Figure 1. Wiring heat map (run 1).
Bar = 10 um. 8 x 9 tiles, from white (low) to dark blue (high), scaled to the fullest tile. Values are wire area over tile area, all layers added.
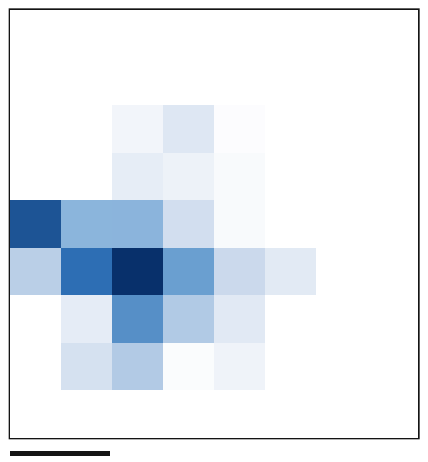
Figure 2. Wires at chosen ports, followed through buffers (run 1).
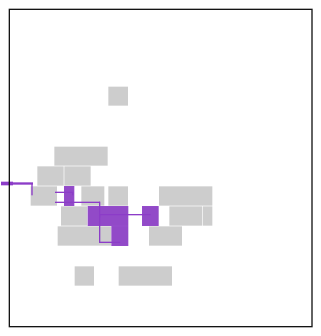
Figure 3. Metal layers overlaid (run 1).
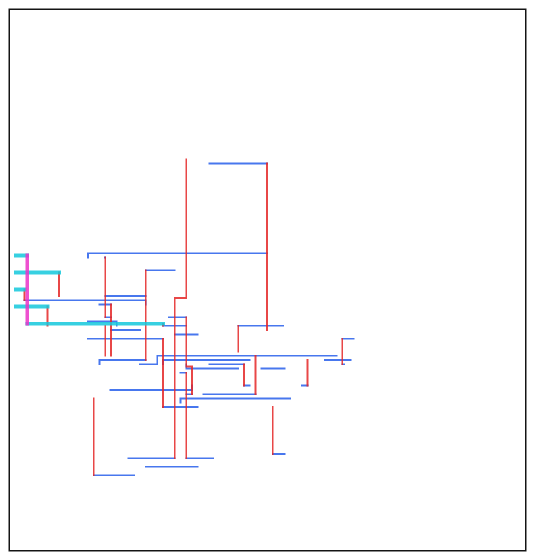
--- config.mk ---
export PLATFORM = sky130hd
export DESIGN_NAME = debounce
export DESIGN_NICKNAME = d
export VERILOG_FILES = /design/src/rtl/debounce.sv
export SDC_FILE = /design/constraint.sdc
export NUM_CORES = 1
export LEC_CHECK = 0
export CORE_AREA = 2 2 39 41
export DETAILED_ROUTE_END_ITERATION = 16
export DIE_AREA = 0 0 41 43
export HOLD_SLACK_MARGIN = 0.15
export MAX_ROUTING_LAYER = met4
export PLACE_DENSITY = 0.37
export SYNTH_ARGS = -nofsm -noshare
export SYNTH_HDL_FRONTEND = slang
export SYNTH_SLANG_ARGS = --single-unit
export TNS_END_PERCENT = 5
--- constraint.sdc ---
create_clock -name i_Clk -period 1.8 [get_ports i_Clk]
set_input_delay 0.36 -clock i_Clk [delete_from_list [all_inputs] [get_ports i_Clk]]
set_output_delay 0.36 -clock i_Clk [all_outputs]
set_load 0.01 [all_outputs]
--- src/rtl/debounce.sv ---
// rtl/debounce.sv - single-bit input debouncer; optional 2-flop input synchronizer under DEBOUNCE_SYNC_EN
// o_Data follows i_Data only after the change holds for DEBOUNCE_CYCLES consecutive edges.
module debounce #(
  parameter int   DEBOUNCE_CYCLES = 4,
  parameter logic RST_VALUE       = 1'b0
) (
  input  logic i_Clk,
  input  logic i_Rst,
  input  logic i_Data,
  output logic o_Data
);

  localparam int CNT_W = $clog2(DEBOUNCE_CYCLES + 1);
  localparam logic [CNT_W-1:0] CNT_LAST = CNT_W'(DEBOUNCE_CYCLES - 1);

  logic             sample;
  logic [CNT_W-1:0] count_q, count_d;
  logic             data_q, data_d;

`ifdef DEBOUNCE_SYNC_EN
  logic sync1_q, sync1_d;
  logic sync2_q, sync2_d;

  always_comb begin
    sync1_d = i_Data;
    sync2_d = sync1_q;
  end

  always_ff @(posedge i_Clk) begin
    if (i_Rst) begin
      sync1_q <= RST_VALUE;
      sync2_q <= RST_VALUE;
    end else begin
      sync1_q <= sync1_d;
      sync2_q <= sync2_d;
    end
  end

  assign sample = sync2_q;
`else
  assign sample = i_Data;
`endif

  // Counter only advances while the sample disagrees with the output, so it never exceeds CNT_LAST.
  always_comb begin
    count_d = '0;
    data_d  = data_q;
    if (sample != data_q) begin
      if (count_q == CNT_LAST) begin
        data_d = sample;
      end else begin
        count_d = count_q + CNT_W'(1);
      end
    end
  end

  always_ff @(posedge i_Clk) begin
    if (i_Rst) begin
      count_q <= '0;
      data_q  <= RST_VALUE;
    end else begin
      count_q <= count_d;
      data_q  <= data_d;
    end
  end

  assign o_Data = data_q;

endmodule

==> deck_impl_summary.md, run 1 <==
Key Metrics from the Run

Outcome
  • Outcome: complete, no violations

Finish
  • Sequential cell count: 4
  • Number of signal-net buffers in the layout: 3
  • Clock buffer count: 3
  • Largest class: sequential cells
  • Antenna cells: 0
  • Seq area share: 0.346
  • Final Net Count: 26
  • Logic share of the area: 0.324

Worst setup path
  • Reg2reg path depth: 3
  • Crit path capture type: output port
  • Crit path cell chain: clkdlybuf4s50_1
  • Buf+Inv Stages, Crit Path: 1
  • Req. time, crit path: 1.44 ns
  • Critical path's slowest cell: clkdlybuf4s50_1
  • CP Launch Type: flop
  • Reg-to-reg endpoint: count_q[1]
  • Reg-to-reg critical path startpoint: count_q[0]
  • Crit-path max FO: 3

Detailed routing
  • DRC errors left: 0
  • DR WL met3: roughly 18 um
  • Post-DRT Antenna Nets: 0
  • Iteration-0 DRC Markers: 0

Final timing
  • Setup TNS: 0 ns
  • Slew Limit Fails: 0
  • Final setup vio count: 0
  • Hold Fails Final Rpt: 0
  • Final WS setup: 0.294 ns
  • RSZ-0062 raised after global routing: no

Floorplan
  • Row count: 14
  • Initial Util: 0.115
  • Chip area: between 1500 and 2000 um2
  • Die Y: 43 um
  • Core area: 1380 um2

Pwr
  • Pint: around 170 uW
  • Sw power: 43.3 uW
  • Total power draw: 217 uW
  • Gate power share: 0.059
  • Max power group: the clock network
  • Comb. pwr: 12.9 uW
  • Clock share of power: 0.514
  • Power per cell area: 939 nW/um2
  • Sw frac: 0.199

Yosys
  • Yosys cell count: 13
  • Synth Instances: 13
  • Synth top cells by count: dfxtp_1 (4), ha_1 (2), nor4_1 (2)
  • Top cells by area: dfxtp_1 (50%), ha_1 (16%), nor4b_2 (9.4%)
  • Syn_area_per_cell: 12.2 um2
  • Comb area leader: simple AND/OR/NAND/NOR gates
  • Number of enable flip-flop cells: 0
  • Synth area leader: dfxtp_1
  • YS chip area: ~160 um2
  • Simple logic cell fraction of the synthesized area: 0.197

CTS
  • Worst skew pair latency: about 0.23 ns
  • Clock Path Buffers: 2
  • CTS tree: yes
  • # resized after CTS: 0
  • H-Tree Level Count: 1
  • Clk slew on worst S/H paths: 0.04 ns
  • Number of CTS-inserted buffers: 3

Global routing
  • First-pass GRT wire length: 489 um
  • Most Used Layer, Global Route: met4
  • Largest net degree at the start of global routing: 5

Place
  • Routability congestion estimate: 0.560
  • Worst slack at placement: 0.505 ns
  • Placed insts: 32
  • Placement Cell Area: 209 um2

Job
  • Tool warnings: 26

Worst hold path
  • Hold Path Class: reg2reg
Notes on Figure 1 above:
6.9% of the tiles are over half the peak. The fullest tile reaches 0.24. The densest ninth of the die: west.
DR WL/cell: 7.37 um
gr usage total: 0.0524
via count: 110
WL final: 258 um

Notes on Figure 2 above:
Key: purple = `i_Rst` [bits 1, direction input, end cells 4, buffers 1, wire 28.1 um]
I/O pin count: 4
PortBufs: 3

Notes on Figure 3 above:
Key: magenta = met4 [wire length 5.40 um]; blue = met1 [wire length 134 um]; red = met2 [wire length 100 um]; cyan = met3 [wire length 18.4 um]

## Run 2: what changed since run 1
==> constraint.sdc (replaced) <==
create_clock -name i_Clk -period 1.5 [get_ports i_Clk]
set_input_delay 0.3 -clock i_Clk [delete_from_list [all_inputs] [get_ports i_Clk]]
set_output_delay 0.3 -clock i_Clk [all_outputs]
set_load 0.01 [all_outputs]
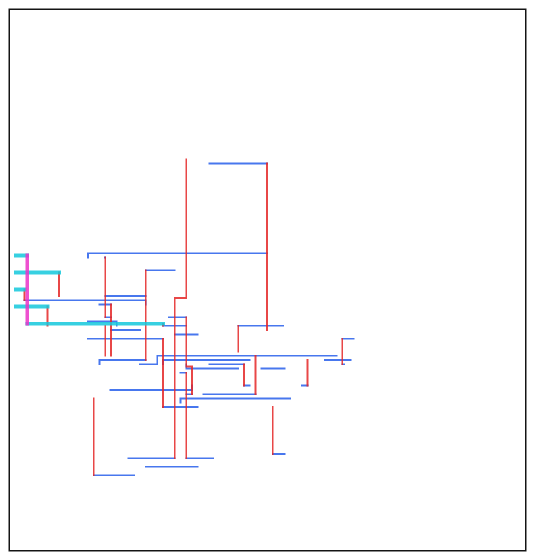
Figure 4: run 2, metal layers overlaid.
Key: magenta = met4 [wire length 5.40 um]; blue = met1 [wire length 134 um]; red = met2 [wire length 100 um]; cyan = met3 [wire length 18.4 um]

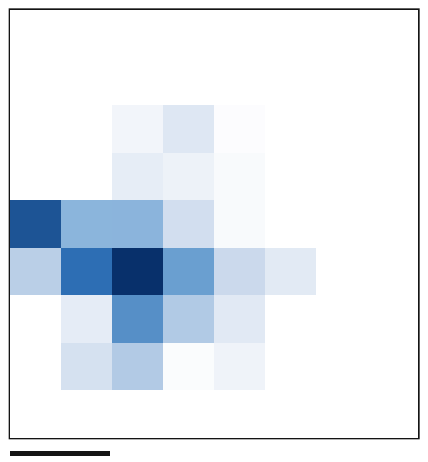
Figure 5: run 2, wiring heat map.
Bar = 10 um. 8 x 9 tiles, from white (low) to dark blue (high), scaled to the fullest tile. Values are wire area over tile area, all layers added.
67% of the tiles are nearly empty. The mean over all tiles is 0.024. The densest ninth of the die: west. The fullest tile reaches 0.24. 6.9% of the tiles are over half the peak.

==> run 2 against run 1 <==
Compared with the run above: worst hold slack did not move; design area is the same; global-route usage is the same; via count stayed put; total power up 20%; synthesized cell count unchanged; final cell count unchanged; sequential power rose by about 20%; critical path type unchanged; largest power group unchanged.
==> deck_impl_summary.md, run 2 <==
Key Metrics from the Run

Final timing
  • Slew Limit Fails: 0
  • Hold Fails Final Rpt: 0
  • Final WS setup: between 0.05 and 0.06 ns
  • Final setup vio count: 0

Finish
  • Number of signal-net buffers in the layout: 3
  • Sequential cell count: 4
  • Largest class: sequential cells

Yosys
  • Synth area leader: dfxtp_1
  • Yosys cell count: 13
  • Comb area leader: simple AND/OR/NAND/NOR gates
  • Synth Instances: 13
  • Synth top cells by count: dfxtp_1 (4), ha_1 (2), nor4_1 (2)

Detailed routing
  • DR WL met3: 18 um
  • Via count: 110
  • Iteration-0 DRC Markers: 0

Pwr
  • Comb. pwr: 15.5 uW
  • Gate power share: 0.059
  • Max power group: the clock network
  • Total power draw: 261 uW
  • Sw frac: 0.199
  • Pint: between 200 and 250 uW

Worst setup path
  • Crit path capture type: output port
  • CP Launch Type: flop
  • Crit-path max FO: 3
  • Reg-to-reg endpoint: count_q[1]
  • Critical path's slowest cell: clkdlybuf4s50_1
  • Reg2reg path depth: 3
  • Reg-to-reg critical path startpoint: count_q[0]

Floorplan
  • Chip area: 1760 um2

Global routing
  • First-pass GRT wire length: 489 um

CTS
  • Clock Path Buffers: 2
  • H-Tree Level Count: 1
  • Number of CTS-inserted buffers: 3
  • # resized after CTS: 0

Place
  • PortBufs: 3
  • Worst slack at placement: 0.265 ns

Outcome
  • Outcome: complete, no violations
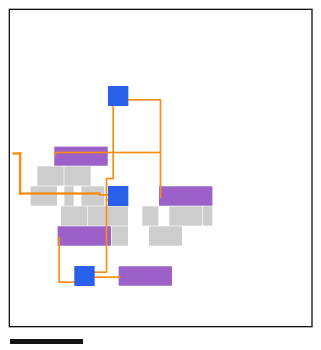
Figure 6: run 2, routed clock nets over the placement.
Bar = 10 um.
Key: orange = clock wires [length 95.4 um]; purple = flip-flops [count 4]; blue = cells driving clock nets [count 3]
There are 4 routed clock nets.
clock share of power: 0.514
worst skew pair latency: 0.23 ns
Clk power: 134 uW
Worst Skew: 0.00493 ns

Power is estimated from default activity; no workload was simulated.
